===== src/rtl/tx_iq_byte_assembler.sv =====
// Packs a Tx byte stream (six bytes, MSB first, I then Q) into 24-bit I/Q samples served on DUC request.
// One-deep pending sample decouples FIFO collection from sample_req; flush on run low or after reset.
module tx_iq_byte_assembler #(
   parameter int UF_HOLD = 0
) (
   input  logic        i_clk,
   input  logic        i_rst_n,
   input  logic        i_run,
   input  logic [7:0]  i_fifo_rdata,
   input  logic        i_fifo_empty,
   output logic        o_fifo_rdreq,
   input  logic        i_sample_req,
   output logic [23:0] o_i_out,
   output logic [23:0] o_q_out,
   output logic        o_sample_valid,
   output logic        o_underflow,
   output logic [15:0] o_underflow_count,
   output logic        o_waiting
);

   typedef enum logic {
      S_FLUSH   = 1'b0,
      S_COLLECT = 1'b1
   } state_t;

   state_t      r_state;
   state_t      w_state_nxt;

   logic [2:0]  r_idx;
   logic [7:0]  r_b0;
   logic [7:0]  r_b1;
   logic [7:0]  r_b2;
   logic [7:0]  r_b3;
   logic [7:0]  r_b4;
   logic [23:0] r_pi;
   logic [23:0] r_pq;
   logic        r_pv;
   logic [23:0] r_i_out;
   logic [23:0] r_q_out;
   logic        r_sample_valid;
   logic        r_underflow;
   logic [15:0] r_uf_cnt;

   logic        w_flush;
   logic        w_last;
   logic        w_xfer;
   logic        w_rdreq;

   // Dropping run flushes on the very next edge, so the dropping cycle already behaves as flush.
   always_comb begin
      w_flush = (r_state == S_FLUSH) || !i_run;
      w_last  = (r_idx == 3'd5);
      w_xfer  = !w_flush && i_sample_req && r_pv;
      w_rdreq = 1'b0;
      if (!i_fifo_empty) begin
         if (w_flush || !w_last) begin
            w_rdreq = 1'b1;
         end else begin
            w_rdreq = !r_pv || w_xfer;
         end
      end
   end

   assign o_fifo_rdreq = w_rdreq & i_rst_n;

   always_comb begin
      w_state_nxt = r_state;
      case (r_state)
         S_FLUSH:   if (i_run && i_fifo_empty) w_state_nxt = S_COLLECT;
         S_COLLECT: if (!i_run) w_state_nxt = S_FLUSH;
      endcase
   end

   always_ff @(posedge i_clk or negedge i_rst_n) begin
      if (!i_rst_n) begin
         r_state <= S_FLUSH;
      end else begin
         r_state <= w_state_nxt;
      end
   end

   always_ff @(posedge i_clk or negedge i_rst_n) begin
      if (!i_rst_n) begin
         r_idx          <= 3'd0;
         r_b0           <= 8'h00;
         r_b1           <= 8'h00;
         r_b2           <= 8'h00;
         r_b3           <= 8'h00;
         r_b4           <= 8'h00;
         r_pi           <= 24'h0;
         r_pq           <= 24'h0;
         r_pv           <= 1'b0;
         r_i_out        <= 24'h0;
         r_q_out        <= 24'h0;
         r_sample_valid <= 1'b0;
         r_underflow    <= 1'b0;
         r_uf_cnt       <= 16'h0;
      end else if (w_flush) begin
         // Requests during flush are answered with zeros and are not counted.
         r_idx          <= 3'd0;
         r_pv           <= 1'b0;
         r_i_out        <= 24'h0;
         r_q_out        <= 24'h0;
         r_sample_valid <= i_sample_req;
         r_underflow    <= i_sample_req;
      end else begin
         r_sample_valid <= i_sample_req;
         r_underflow    <= i_sample_req && !r_pv;
         if (i_sample_req) begin
            if (r_pv) begin
               r_i_out <= r_pi;
               r_q_out <= r_pq;
            end else begin
               if (UF_HOLD == 0) begin
                  r_i_out <= 24'h0;
                  r_q_out <= 24'h0;
               end
               if (r_uf_cnt != 16'hFFFF) begin
                  r_uf_cnt <= r_uf_cnt + 16'd1;
               end
            end
         end
         if (w_xfer) begin
            r_pv <= 1'b0;
         end
         if (w_rdreq) begin
            case (r_idx)
               3'd0: r_b0 <= i_fifo_rdata;
               3'd1: r_b1 <= i_fifo_rdata;
               3'd2: r_b2 <= i_fifo_rdata;
               3'd3: r_b3 <= i_fifo_rdata;
               3'd4: r_b4 <= i_fifo_rdata;
               default: ;
            endcase
            if (w_last) begin
               // Reload wins over the transfer clear when both land on this edge.
               r_pi  <= {r_b0, r_b1, r_b2};
               r_pq  <= {r_b3, r_b4, i_fifo_rdata};
               r_pv  <= 1'b1;
               r_idx <= 3'd0;
            end else begin
               r_idx <= r_idx + 3'd1;
            end
         end
      end
   end

   assign o_i_out           = r_i_out;
   assign o_q_out           = r_q_out;
   assign o_sample_valid    = r_sample_valid;
   assign o_underflow       = r_underflow;
   assign o_underflow_count = r_uf_cnt;
   assign o_waiting         = !r_pv && (r_idx == 3'd0) && i_fifo_empty && i_run;

endmodule


===== config.mk =====
export PLATFORM = sky130hd
export DESIGN_NAME = tx_iq_byte_assembler
export DESIGN_NICKNAME = d
export VERILOG_FILES = /design/src/rtl/tx_iq_byte_assembler.sv
export SDC_FILE = /design/constraint.sdc
export NUM_CORES = 1
export LEC_CHECK = 0
export CAP_MARGIN = 10
export CORE_MARGIN = 5
export CORE_UTILIZATION = 40
export CTS_CLUSTER_DIAMETER = 60
export DETAILED_ROUTE_END_ITERATION = 6
export SYNTH_ARGS = -nofsm -noshare
export SYNTH_HDL_FRONTEND = slang
export SYNTH_SLANG_ARGS = --single-unit
export TNS_END_PERCENT = 100

===== constraint.sdc =====
create_clock -name i_clk -period 2.1 [get_ports i_clk]
set_input_delay 0.525 -clock i_clk [delete_from_list [all_inputs] [get_ports i_clk]]
set_output_delay 0.525 -clock i_clk [all_outputs]
set_load 0.02 [all_outputs]

==> reports/results.ini, run 1 <==
[critical_path]
crit_arrival_ns=1.54
crit_type=in2out
setup.worst_path.end=o_waiting
cp_cell_sequence=clkdlybuf4s50_1 > nand3b_1 > nor3b_2 > buf_4
crit_family=buffers and inverters
reg2reg_to=r_pq[10]$_DFFE_PN0P_
startpoint=i_fifo_empty
crit_path_top_delay_cell=clkdlybuf4s50_1
required_ns=1.57
path_buffers=2
worstSetupPathDepth=4
critPathMaxStageDelay_ns=0.52
worstRegToRegCells=6
path_max_fanout=3
cp-end-kind=output port
r2r_slack_ns=0.16
startpoint_type=input port

[synth]
yosys-stat-area_um2=6110
synth.area.top_cells=dfrtp_1 (65%), mux2_2 (16%), a22o_1 (6.9%)
xor_share=0.0201
ys_cells=403
syn_inst=403
edf_count=0
synth_area_um2=6110
ys_sh_adder=0.00409
yosysTopAreaCell=dfrtp_1
most_common_cell=dfrtp_1
postSynthAreaPerCell_um2=15.2
synthTopLogicFamily=multiplexers
yosys_warnings=0
fp_nets=418
synth_cell_type_count=37
synth_top_flop_cell=dfrtp_1
simple_gate_share=0.0680
ys_ff=159
common_cells=dfrtp_1 (159), mux2_2 (89), a22o_1 (48), xor2_1 (14), clkbuf_1 (10)
ys_seq_frac=0.651
aoi_share=0.0766
top_area_frac=0.651
synthArstFlopShare=1.00

[final_layout]
comb_cells=223
diodes=0
clkCellAreaFrac=0.0763
fin_cells=720
fill_cells=1268
final_core_util=0.538
seq_cells=159
area_growth_pct=32.9
postLayoutCellArea_um2=8120
seq_share=0.490
regArea_um2=3980
final-comb-area_um2=2070
lay_top_cells=dfrtp_1 (159), mux2_2 (89), clkdlybuf4s50_1 (73)
nonClkBufAreaFrac=0.148
num-nonclk-buffers=115
drive_gt1_frac=0.325
inv_count=4
comb_area_frac=0.255
layout_top_cell=dfrtp_1
clkbuf_count=26
largest_class=registers

[routing]
dr.pass1.iters=4
ant_nets=0
routedWlPerCell_um=18.4
vias_per_cell=5.23
wirelength_mm=13.3
drcViolationCount=0
dr_wl_met3_um=540
num_vias=3762
met2WireLength_mm=6.31
wl_met1_mm=6.24
drtIter0Drc=170
top_layer=met4

[power_and_ir_drop]
p_sw_uw=1430
p_int_uw=5410
ir_worst_vdd_uv=523
seq_power_uw=3240
p_clk_uw=3170
swShare=0.209
p_clk_frac=0.463
power_density_nw_per_um2=843
total_power_uw=6850
p_seq_frac=0.474
comb-power_uw=430
maxPowerGroup=registers
combPwrFrac=0.063
p_leak_uw=0.00394

[cts]
cts_buffers=17
tritoncts=done
clockBufferDepth=2
clk_pin_slew_ns=0.05
cts-hold-fix-buffers=0
clock_latency_ns=0.41
htree_levels=4
clock_tree.root_cell=clkbuf_16
cts_sinks=159
cts-resized-gates=13
post_cts.repair.setup_buffers=0

[flow_run]
cap_violations=0
tool_warnings=29

[timing]
worstMarginPinSlew_ns=0.860
setup_slack_ns=0.0358
min_period_over_period=0.983
setup_viol=0
finClkSkew_ns=0.00602
max_freq_ghz=0.484
fin_tns_setup_ns=0
slew_headroom=0.427
final-hold-violation-count=0
drv_slew=0
finalCriticalPeriod_ns=2.06
rsz0062_at_grt=yes
fin_hold_ws_ns=0.211

[floorplanning]
die-area_um2=17900
taps=188
fp.coreArea_um2=15100
initCoreUtil=0.405
pin_count=81
rows=45
die_w_um=134
dieHeight_um=134

[placed_design]
gp_congestion=0.802
pre_cts_slack_ns=-0.526
dp_cells=688
port-buffer-count=80
dp_hpwl_mm=8.65
dpl-instance-area_um2=7480

[global_routing]
busiest_layer=met2
grt.total_usage=0.157
grt_max_degree=160
grt-ovfl-total=0
met2_usage=0.238
antenna_found_initial=0
grt_use_met3=0.0472
grt_pass1_wl_mm=21.7
grt_util_met1=0.217
grt_pass1_vias=4006

[min_path]
hold_path_class=in2async

[outcome]
status=finished, final reports clean

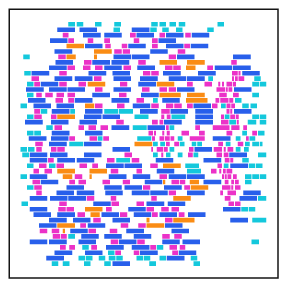
(run_1/class_map.png)
(2 px per um)
Key: remaining logic cells = magenta [cells 227]; remaining buffers and delay cells = cyan [cells 115]; clock drivers and dummy loads = orange [cells 31]; registers = blue [cells 159]

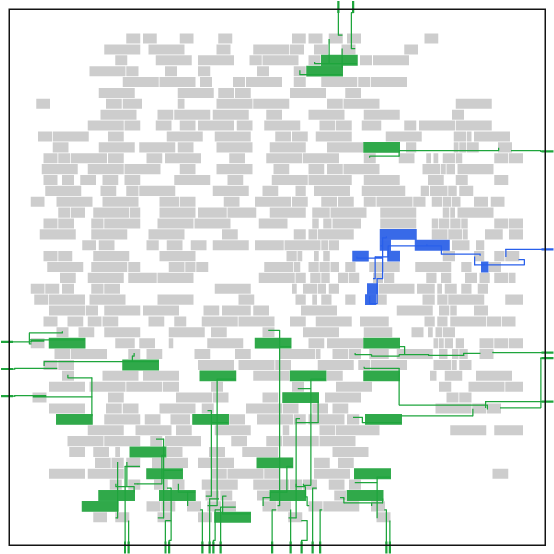
(run_1/port_trees.png)
(4 px per um)
Key: o_i_out = green [bits 24, direction output, end cells 24, buffers 24, wire 872 um]; i_sample_req = blue [bits 1, direction input, end cells 8, buffers 3, wire 95.7 um]

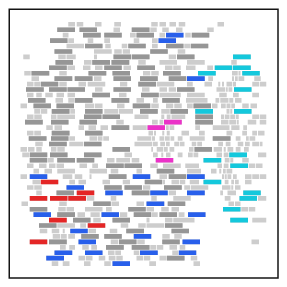
(run_1/ff_map.png)
(2 px per um) Other sequential cells in the stronger gray, the rest of the logic in the fainter gray.
Key: o_i_out = blue [placed flops 24]; o_underflow_count = cyan [placed flops 16]; r_idx = magenta [placed flops 3]; r_b0 = red [placed flops 8]

==> run_1/clock_wires.png <==
(2 px per um)
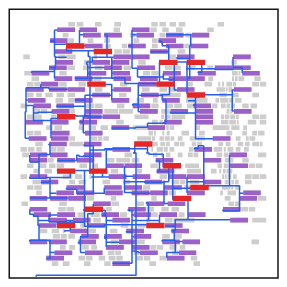

==> inputs of run 2 (changes only) <==
--- a/config.mk
+++ b/config.mk
@@ -6,7 +6,7 @@
 export NUM_CORES = 1
 export LEC_CHECK = 0
 export CAP_MARGIN = 10
-export CORE_MARGIN = 5
+export CORE_MARGIN = 2
 export CORE_UTILIZATION = 40
 export CTS_CLUSTER_DIAMETER = 60
 export DETAILED_ROUTE_END_ITERATION = 6
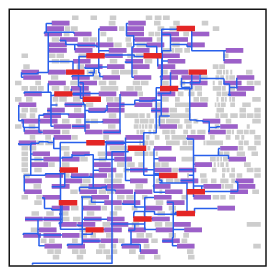
(run_2/clock_wires.png)
(2 px per um)
Key: clock-net drivers = red [count 17]; clock wires = blue [length 1880 um]; flip-flops = purple [count 159]
Position of the flops: widely spread. There are 18 routed clock nets.

==> reports/results.ini, run 2 <==
[power_and_ir_drop]
total_power_uw=6630
seq_power_uw=3250
p_sw_uw=1450
maxPowerGroup=registers
power_density_nw_per_um2=810
swShare=0.219
combPwrFrac=0.064
p_int_uw=5180
comb-power_uw=424
ir_worst_vdd_uv=536
p_seq_frac=0.489

[final_layout]
clkbuf_count=28
seq_cells=159
largest_class=registers
area_growth_pct=33.9
regArea_um2=3980
diodes=0
fill_cells=1251
clkCellAreaFrac=0.0703
nonClkBufAreaFrac=0.159
drive_gt1_frac=0.329
num-nonclk-buffers=120

[routing]
ant_nets=0
routedWlPerCell_um=18.8
num_vias=3887
wl_met1_mm=6.59
met2WireLength_mm=6.31
wirelength_mm=13.7
drtIter0Drc=203
drcViolationCount=0
vias_per_cell=5.35
top_layer=met4
dr.pass1.iters=4

[timing]
setup_slack_ns=0.0615
rsz0062_at_grt=no
fin_hold_ws_ns=0.214
finClkSkew_ns=0.00611
max_freq_ghz=0.491
drv_slew=0
worstMarginPinSlew_ns=0.872
final-hold-violation-count=0
fin_tns_setup_ns=0

[critical_path]
crit_path_top_delay_cell=clkdlybuf4s50_1
crit_arrival_ns=1.51
r2r_slack_ns=0.21
required_ns=1.57
path_max_fanout=6
path_buffers=1
startpoint_type=flip-flop
worstSetupPathDepth=1
critPathMaxStageDelay_ns=0.65
crit_family=buffers and inverters
crit_type=reg2out
reg2reg_to=r_pq[1]$_DFFE_PN0P_

[cts]
cts-hold-fix-buffers=0
tritoncts=done
clock_latency_ns=0.42
cts_buffers=17
post_cts.repair.setup_buffers=0

[synth]
synth_top_flop_cell=dfrtp_1
syn_inst=403
common_cells=dfrtp_1 (159), mux2_2 (89), a22o_1 (48), xor2_1 (14), clkbuf_1 (10)
synth_cell_type_count=37
most_common_cell=dfrtp_1
yosysTopAreaCell=dfrtp_1
synth.area.top_cells=dfrtp_1 (65%), mux2_2 (16%), a22o_1 (6.9%)
aoi_share=0.0766
ys_sh_adder=0.00409
postSynthAreaPerCell_um2=15.2
yosys_warnings=0
top_area_frac=0.651
ys_ff=159
synthTopLogicFamily=multiplexers
synthArstFlopShare=1.00
edf_count=0

[floorplanning]
pin_count=81
die-area_um2=16300
die_w_um=128
rows=45
dieHeight_um=128

[placed_design]
dpl-instance-area_um2=7440
dp_hpwl_mm=8.13

[global_routing]
grt_use_met3=0.0461
grt_max_degree=160
busiest_layer=met2
grt_pass1_vias=3948
grt-ovfl-total=0
grt_pass1_wl_mm=21.2
antenna_found_initial=0

[outcome]
status=finished, final reports clean

[flow_run]
cap_violations=0

==> run_2/ff_map.png <==
(2 px per um) Other sequential cells in the stronger gray, the rest of the logic in the fainter gray.
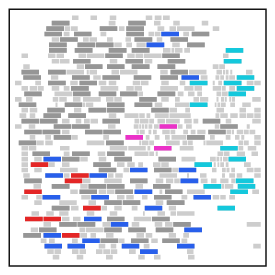

==> inputs of run 3 (changes only) <==
--- a/config.mk
+++ b/config.mk
@@ -5,7 +5,6 @@
 export SDC_FILE = /design/constraint.sdc
 export NUM_CORES = 1
 export LEC_CHECK = 0
-export CAP_MARGIN = 10
 export CORE_MARGIN = 2
 export CORE_UTILIZATION = 40
 export CTS_CLUSTER_DIAMETER = 60
==> constraint.sdc (replaced) <==
create_clock -name i_clk -period 2.23 [get_ports i_clk]
set_input_delay 0.5575 -clock i_clk [delete_from_list [all_inputs] [get_ports i_clk]]
set_output_delay 0.5575 -clock i_clk [all_outputs]
set_load 0.02 [all_outputs]
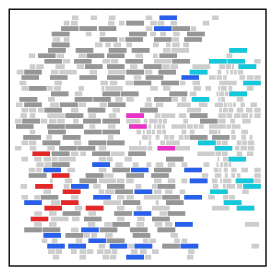
(run_3/ff_map.png)
(2 px per um) Other sequential cells in the stronger gray, the rest of the logic in the fainter gray.
Key: o_i_out = blue [placed flops 24]; r_b0 = red [placed flops 8, where south-west]; o_underflow_count = cyan [placed flops 16]; r_idx = magenta [placed flops 3]
Another 108 sequential cells are not colored.

==> reports/results.ini, run 3 <==
[power_and_ir_drop]
p_int_uw=4740
p_sw_uw=1440
power_density_nw_per_um2=774
p_clk_uw=2720
maxPowerGroup=registers
total_power_uw=6180
swShare=0.232
ir_worst_vdd_uv=471

[critical_path]
reg2reg_to=r_pq[0]$_DFFE_PN0P_
required_ns=1.67
crit_path_top_delay_cell=clkdlybuf4s50_1
crit_type=in2out
startpoint=i_run
crit_arrival_ns=1.62
setup.worst_path.end=o_fifo_rdreq
cp_cell_sequence=clkdlybuf4s50_1 > and2_4 > nand2_2 > nor3_2 > nor3b_2 > buf_2
path_buffers=2

[timing]
setup_viol=0
setup_slack_ns=0.0477
finClkSkew_ns=0.00614
rsz0062_at_grt=no
final-hold-violation-count=0
min_period_over_period=0.979
max_freq_ghz=0.458
drv_slew=0
fin_hold_ws_ns=0.273
slew_headroom=0.428

[synth]
yosysTopAreaCell=dfrtp_1
edf_count=0
yosys-stat-area_um2=6110
syn_inst=403
yosys_warnings=0
postSynthAreaPerCell_um2=15.2
synth_cell_type_count=37
ys_cells=403
synth_top_flop_cell=dfrtp_1
synth_area_um2=6110
xor_share=0.0201
synth.area.top_cells=dfrtp_1 (65%), mux2_2 (16%), a22o_1 (6.9%)
synthTopLogicFamily=multiplexers
fp_nets=418
most_common_cell=dfrtp_1
ys_sh_adder=0.00409

[global_routing]
grt_max_degree=160
grt_pass1_wl_mm=21.3
busiest_layer=met2
grt.total_usage=0.172
grt_util_met1=0.231
grt_pass1_vias=4024

[placed_design]
port-buffer-count=80
gp_congestion=0.851
pre_cts_slack_ns=-0.450
dp_hpwl_mm=7.98

[floorplanning]
pin_count=81
initCoreUtil=0.405
rows=45
dieHeight_um=128
taps=188

[flow_run]
tool_warnings=28

[routing]
dr_wl_met3_um=511
wl_met1_mm=6.16
ant_nets=0
dr.pass1.iters=4
wirelength_mm=12.9

[cts]
htree_levels=4
clk_pin_slew_ns=0.06
cts_buffers=17
tritoncts=done
cts_sinks=159
post_cts.repair.setup_buffers=0
clockBufferDepth=2
clock_latency_ns=0.42
clock_tree.root_cell=clkbuf_16

[final_layout]
seq_cells=159
lay_top_cells=dfrtp_1 (159), mux2_2 (89), clkdlybuf4s50_1 (77)
clkbuf_count=22
largest_class=registers
inv_count=4
nonClkBufAreaFrac=0.138
area_growth_pct=30.6
clkCellAreaFrac=0.0713
comb_cells=223

[outcome]
status=finished, final reports clean

